--- src/rtl/dvi_video_init_seq.sv ---
// rtl/dvi_video_init_seq.sv - VGA-to-DVI bring-up sequencer (optional TWI retry: DVI_INIT_RETRY_EN)
module dvi_video_init_seq #(
    parameter logic [6:0] DEV_ADDR      = 7'h76,
    parameter int         RST_CYCLES    = 256,
    parameter int         LOCK_TIMEOUT  = 65536,
    parameter int         SETTLE_CYCLES = 1024
) (
    input  logic       iClk,
    input  logic       iRst_neg,
    input  logic       iStart,
    input  logic       iPllLocked,
    output logic       oHardRst,
    output logic       oSoftRst,
    output logic       oTwiReq,
    output logic [6:0] oTwiDev,
    output logic [7:0] oTwiReg,
    output logic [7:0] oTwiData,
    input  logic       iTwiAck,
    input  logic       iTwiErr,
    output logic       oBusy,
    output logic       oRunning,
    output logic       oError,
    output logic [1:0] oErrCode,
    output logic [2:0] oState
);

    localparam int RW = $clog2(RST_CYCLES + 1);
    localparam int LW = $clog2(LOCK_TIMEOUT + 1);
    localparam int SW = $clog2(SETTLE_CYCLES + 1);

    localparam logic [RW-1:0] RST_LAST    = RW'(RST_CYCLES - 1);
    localparam logic [RW-1:0] RST_MAX     = RW'(RST_CYCLES);
    localparam logic [LW-1:0] LOCK_LAST   = LW'(LOCK_TIMEOUT - 1);
    localparam logic [LW-1:0] LOCK_MAX    = LW'(LOCK_TIMEOUT);
    localparam logic [SW-1:0] SETTLE_LAST = SW'(SETTLE_CYCLES - 1);
    localparam logic [SW-1:0] SETTLE_MAX  = SW'(SETTLE_CYCLES);

    localparam logic [2:0] LAST_IDX = 3'd4;

    typedef enum logic [2:0] {
        S_IDLE      = 3'd0,
        S_HARD_RST  = 3'd1,
        S_WAIT_LOCK = 3'd2,
        S_CFG_REQ   = 3'd3,
        S_CFG_WAIT  = 3'd4,
        S_SETTLE    = 3'd5,
        S_RUN       = 3'd6,
        S_ERROR     = 3'd7
    } state_t;

    state_t         state;
    state_t         next_state;
    logic           lock_meta;
    logic           lock_s;
    logic [RW-1:0]  rst_cnt;
    logic [LW-1:0]  lock_cnt;
    logic [SW-1:0]  settle_cnt;
    logic [2:0]     idx;
    logic [2:0]     idx_next;
    logic [1:0]     err_code_next;
`ifdef DVI_INIT_RETRY_EN
    logic [1:0]     retry;
    logic [1:0]     retry_next;
`endif

    // Encoder register table: {register address, data}, written in index order
    function automatic logic [15:0] cfg_entry(input logic [2:0] i);
        case (i)
            3'd0:    cfg_entry = {8'h49, 8'hC0};
            3'd1:    cfg_entry = {8'h21, 8'h09};
            3'd2:    cfg_entry = {8'h33, 8'h08};
            3'd3:    cfg_entry = {8'h34, 8'h16};
            3'd4:    cfg_entry = {8'h36, 8'h60};
            default: cfg_entry = 16'h0000;
        endcase
    endfunction

    // Two-flop synchronizer for the asynchronous PLL lock
    always_ff @(posedge iClk or negedge iRst_neg) begin
        if (!iRst_neg) begin
            lock_meta <= 1'b0;
            lock_s    <= 1'b0;
        end else begin
            lock_meta <= iPllLocked;
            lock_s    <= lock_meta;
        end
    end

    // Next-state, table index and error-code decisions
    always_comb begin
        next_state    = state;
        idx_next      = idx;
        err_code_next = oErrCode;
`ifdef DVI_INIT_RETRY_EN
        retry_next    = retry;
`endif
        case (state)
            S_IDLE: begin
                if (iStart) next_state = S_HARD_RST;
            end
            S_HARD_RST: begin
                if (rst_cnt == RST_LAST) next_state = S_WAIT_LOCK;
            end
            S_WAIT_LOCK: begin
                if (lock_s) begin
                    next_state = S_CFG_REQ;
                    idx_next   = 3'd0;
`ifdef DVI_INIT_RETRY_EN
                    retry_next = 2'd0;
`endif
                end else if (lock_cnt == LOCK_LAST) begin
                    next_state    = S_ERROR;
                    err_code_next = 2'd1;
                end
            end
            S_CFG_REQ: begin
                if (!lock_s) next_state = S_HARD_RST;
                else         next_state = S_CFG_WAIT;
            end
            S_CFG_WAIT: begin
                if (!lock_s) begin
                    next_state = S_HARD_RST;
                end else if (iTwiErr) begin
`ifdef DVI_INIT_RETRY_EN
                    if (retry == 2'd3) begin
                        next_state    = S_ERROR;
                        err_code_next = 2'd2;
                    end else begin
                        next_state = S_CFG_REQ;
                        retry_next = retry + 2'd1;
                    end
`else
                    next_state    = S_ERROR;
                    err_code_next = 2'd2;
`endif
                end else if (iTwiAck) begin
`ifdef DVI_INIT_RETRY_EN
                    retry_next = 2'd0;
`endif
                    if (idx == LAST_IDX) begin
                        next_state = S_SETTLE;
                    end else begin
                        next_state = S_CFG_REQ;
                        idx_next   = idx + 3'd1;
                    end
                end
            end
            S_SETTLE: begin
                if (!lock_s)                         next_state = S_HARD_RST;
                else if (settle_cnt == SETTLE_LAST)  next_state = S_RUN;
            end
            S_RUN: begin
                if (iStart || !lock_s) next_state = S_HARD_RST;
            end
            S_ERROR: begin
                if (iStart) begin
                    next_state    = S_HARD_RST;
                    err_code_next = 2'd0;
                end
            end
            default: next_state = S_IDLE;
        endcase
    end

    // State, index and per-state saturating counters (cleared on every state entry)
    always_ff @(posedge iClk or negedge iRst_neg) begin
        if (!iRst_neg) begin
            state      <= S_IDLE;
            idx        <= 3'd0;
            rst_cnt    <= '0;
            lock_cnt   <= '0;
            settle_cnt <= '0;
        end else begin
            state <= next_state;
            idx   <= idx_next;
            if (state != S_HARD_RST || next_state != S_HARD_RST) rst_cnt <= '0;
            else if (rst_cnt != RST_MAX)                          rst_cnt <= rst_cnt + 1'b1;
            if (state != S_WAIT_LOCK || next_state != S_WAIT_LOCK) lock_cnt <= '0;
            else if (lock_cnt != LOCK_MAX)                          lock_cnt <= lock_cnt + 1'b1;
            if (state != S_SETTLE || next_state != S_SETTLE) settle_cnt <= '0;
            else if (settle_cnt != SETTLE_MAX)                settle_cnt <= settle_cnt + 1'b1;
        end
    end

`ifdef DVI_INIT_RETRY_EN
    // Consecutive-error count for the entry currently being written
    always_ff @(posedge iClk or negedge iRst_neg) begin
        if (!iRst_neg) retry <= 2'd0;
        else           retry <= retry_next;
    end
`endif

    // Registered outputs decoded from the upcoming state so they line up with oState
    always_ff @(posedge iClk or negedge iRst_neg) begin
        if (!iRst_neg) begin
            oHardRst <= 1'b1;
            oSoftRst <= 1'b1;
            oTwiReq  <= 1'b0;
            oTwiDev  <= DEV_ADDR;
            oTwiReg  <= 8'h00;
            oTwiData <= 8'h00;
            oBusy    <= 1'b0;
            oRunning <= 1'b0;
            oError   <= 1'b0;
            oErrCode <= 2'd0;
        end else begin
            oHardRst <= (next_state == S_HARD_RST);
            oSoftRst <= (next_state != S_RUN);
            oTwiReq  <= (next_state == S_CFG_WAIT);
            oTwiDev  <= DEV_ADDR;
            if (state == S_CFG_REQ) begin
                {oTwiReg, oTwiData} <= cfg_entry(idx);
            end
            oBusy    <= !(next_state == S_IDLE || next_state == S_RUN || next_state == S_ERROR);
            oRunning <= (next_state == S_RUN);
            oError   <= (next_state == S_ERROR);
            oErrCode <= err_code_next;
        end
    end

    assign oState = state;

endmodule

--- config.mk ---
export PLATFORM = sky130hd
export DESIGN_NAME = dvi_video_init_seq
export DESIGN_NICKNAME = d
export VERILOG_FILES = /design/src/rtl/dvi_video_init_seq.sv
export SDC_FILE = /design/constraint.sdc
export NUM_CORES = 1
export LEC_CHECK = 0
export ABC_CLOCK_PERIOD_IN_PS = 2700
export CORE_MARGIN = 5
export CORE_UTILIZATION = 56
export CTS_CLUSTER_DIAMETER = 50
export CTS_CLUSTER_SIZE = 14
export DETAILED_ROUTE_END_ITERATION = 12
export GPL_TIMING_DRIVEN = 1
export PLACE_DENSITY = 0.8
export SKIP_LAST_GASP = 1
export SLEW_MARGIN = 20
export SYNTH_ARGS = -nofsm -noshare
export SYNTH_HDL_FRONTEND = slang
export SYNTH_SLANG_ARGS = --single-unit
--- constraint.sdc ---
create_clock -name iClk -period 2.7 [get_ports iClk]
set_input_delay 0.675 -clock iClk [delete_from_list [all_inputs] [get_ports iClk]]
set_output_delay 0.675 -clock iClk [all_outputs]
set_load 0.01 [all_outputs]
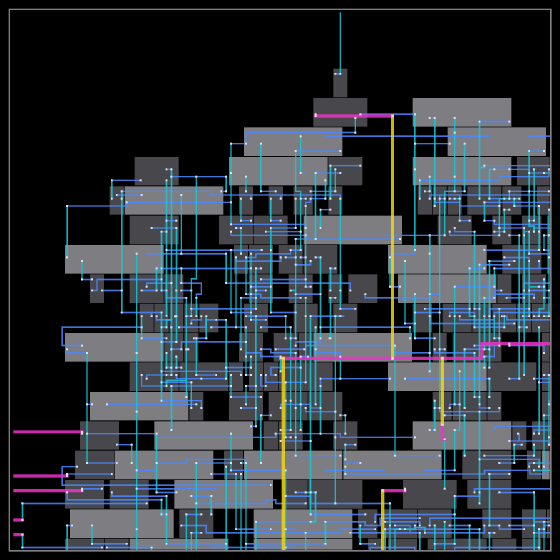
Figure 1: a small window of the routed layout.
Window x 0 to 50, y 37 to 87 um. Cells in gray, sequential cells in the stronger gray; small squares are vias.
magenta -> M3
yellow -> M4
cyan -> M2
blue -> M1
cells with their middle in the window = 116
most frequent = dfrtp_1 (21), nor2_1 (17), xor2_1 (7)
sequential cells in the window = 22
netlist names of flops here include = `settle_cnt` (11), `lock_cnt` (7)

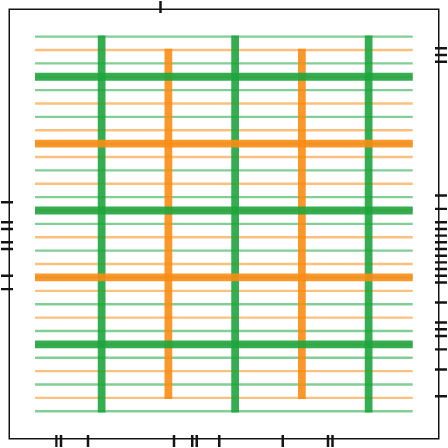
Figure 2: PDN straps and rails.
Pins as bars on the die edge.
orange -> VDD
green -> VSS
met1 rails = 29
met4 straps = 5
signal pins = 40

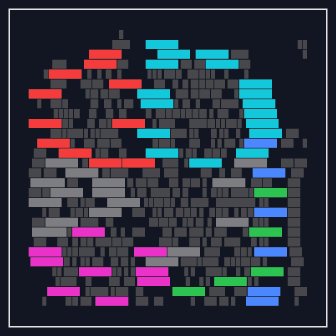
Figure 3: register map, names as in the netlist.
Other sequential cells in the stronger gray, the rest of the logic in the fainter gray.
blue -> `oTwiReg`  # sequential cells 6
green -> `oTwiData`  # sequential cells 5, where bottom right
cyan -> `lock_cnt`  # sequential cells 17
magenta -> `rst_cnt`  # sequential cells 9
red -> `settle_cnt`  # sequential cells 11

==> out/metrics.cfg <==
[run_status]
status=finished clean

[run]
maxCapViolations=0
warnings=33

[routing]
wl_met1_um=2980
wl_met3_um=280
drc=0
drt_iter0_markers=186
wirelength_um=6150
vias=2487
wire_per_inst_um=13.3
routed.top_layer=met4
route.met2.wl_um=2740
dr.pass1.iters=5

[synthesis]
yosys.stat.seqShare=0.483
ys_ff=64
netlist_area_mm2=0.00332
synth-simple-area-share=0.225
synth_xor_xnor_area_share=0.0739
async_flop_share=1.00
fa_ha_area_frac=0.0528
yosys-stat-cells=349
area_leaders=dfrtp_1, nor2_1, ha_1
common_cells=dfrtp_1, nor2_1, nand2_1
ys_sh_aoi=0.0840
yosys_most_used_dff=dfrtp_1
syn_avg_cell_area_um2=9.51
ys_warn_count=0
syn_inst=349
logic_family=simple AND/OR/NAND/NOR gates
top_area_frac=0.467

[placed_design]
dpl_worst_slack_ns=0.310
dp_cells=445
placed_cell_area_mm2=0.00364

[power_and_ir_drop]
top_power_group=sequential cells
p_leak_nw=1.64
combPwrFrac=0.021
pg_seq_w=0.000963
swShare=0.210
total_power_w=0.00183
internal-power_w=0.00145
peakVddDrop_v=0.000369
clkPwrFrac=0.452
switching_power_w=0.000384

[finish]
finalNetCount=401
design_area_mm2=0.00384
comb.multi_input.count=249
clockNetworkAreaShare=0.0518
nNonClkInverters=21
buf_share=0.0893
seq_area_mm2=0.00160
dominant-cell-class=flip-flops and latches
ff_count=64
top_register=lock_cnt
drive_above_1_share=0.0751
lay_top_cells=dfrtp_1, nor2_1, nand2_1
area_delta_synth_final_pct=15.6
largest_reg_flops=17
fin_util=0.656
fin_cells=461
seq_share=0.418
final_common_cell=dfrtp_1
comb_area_mm2=0.00152
nClkBuffers=13
comb_area_frac=0.396

[grt]
grt_use_met2=0.289
grt_first_pass_wirelength_um=11100
met3_usage=0.0416
top_usage_layer=met2
antenna_found_initial=0
grt_use_met1=0.250
overflow=0

[clocking]
cts_tree=built
cts_hold_buf=0
cts_resized=0
cts_buffer_depth=2
clkLatencyLatePin_ns=0.34
worst_setup_hold_path_clk_slew_ns=0.07
clock-sinks=64
numCtsBuffers=9
cts_root_buf=clkbuf_8
post_cts_buffers=0

[sta]
slew_violations=0
finalHoldViolCount=0
max_slew_margin=0.551
fin_ws_ns=0.273
min_period_ns=2.43
finalClockSkew_ns=0.00635
setup_violations=0
max_freq_ghz=0.412

[floorplan]
rows=28
fp_util=0.568
nWellTaps=75
pin_count=40
chipHeight_um=87.0

[min_path]
hold_class=in -> async

[worst_setup_path]
required_ns=2.97
startpoint=lock_cnt[2]
path_depth=9
crit_slowest_cell=dfrtp_1
cp_cell_sequence=and4_1 -> nand3_1 -> nor3_1 -> ha_1 -> nor2b_1 -> a22oi_1 -> o221ai_1 -> o21ai_1 -> or2_1
rrSetupSlack_ns=0.27
end_kind=register
worstReg2RegEnd=oSoftRst
path_max_fanout=7
max_stage_delay_ns=0.44

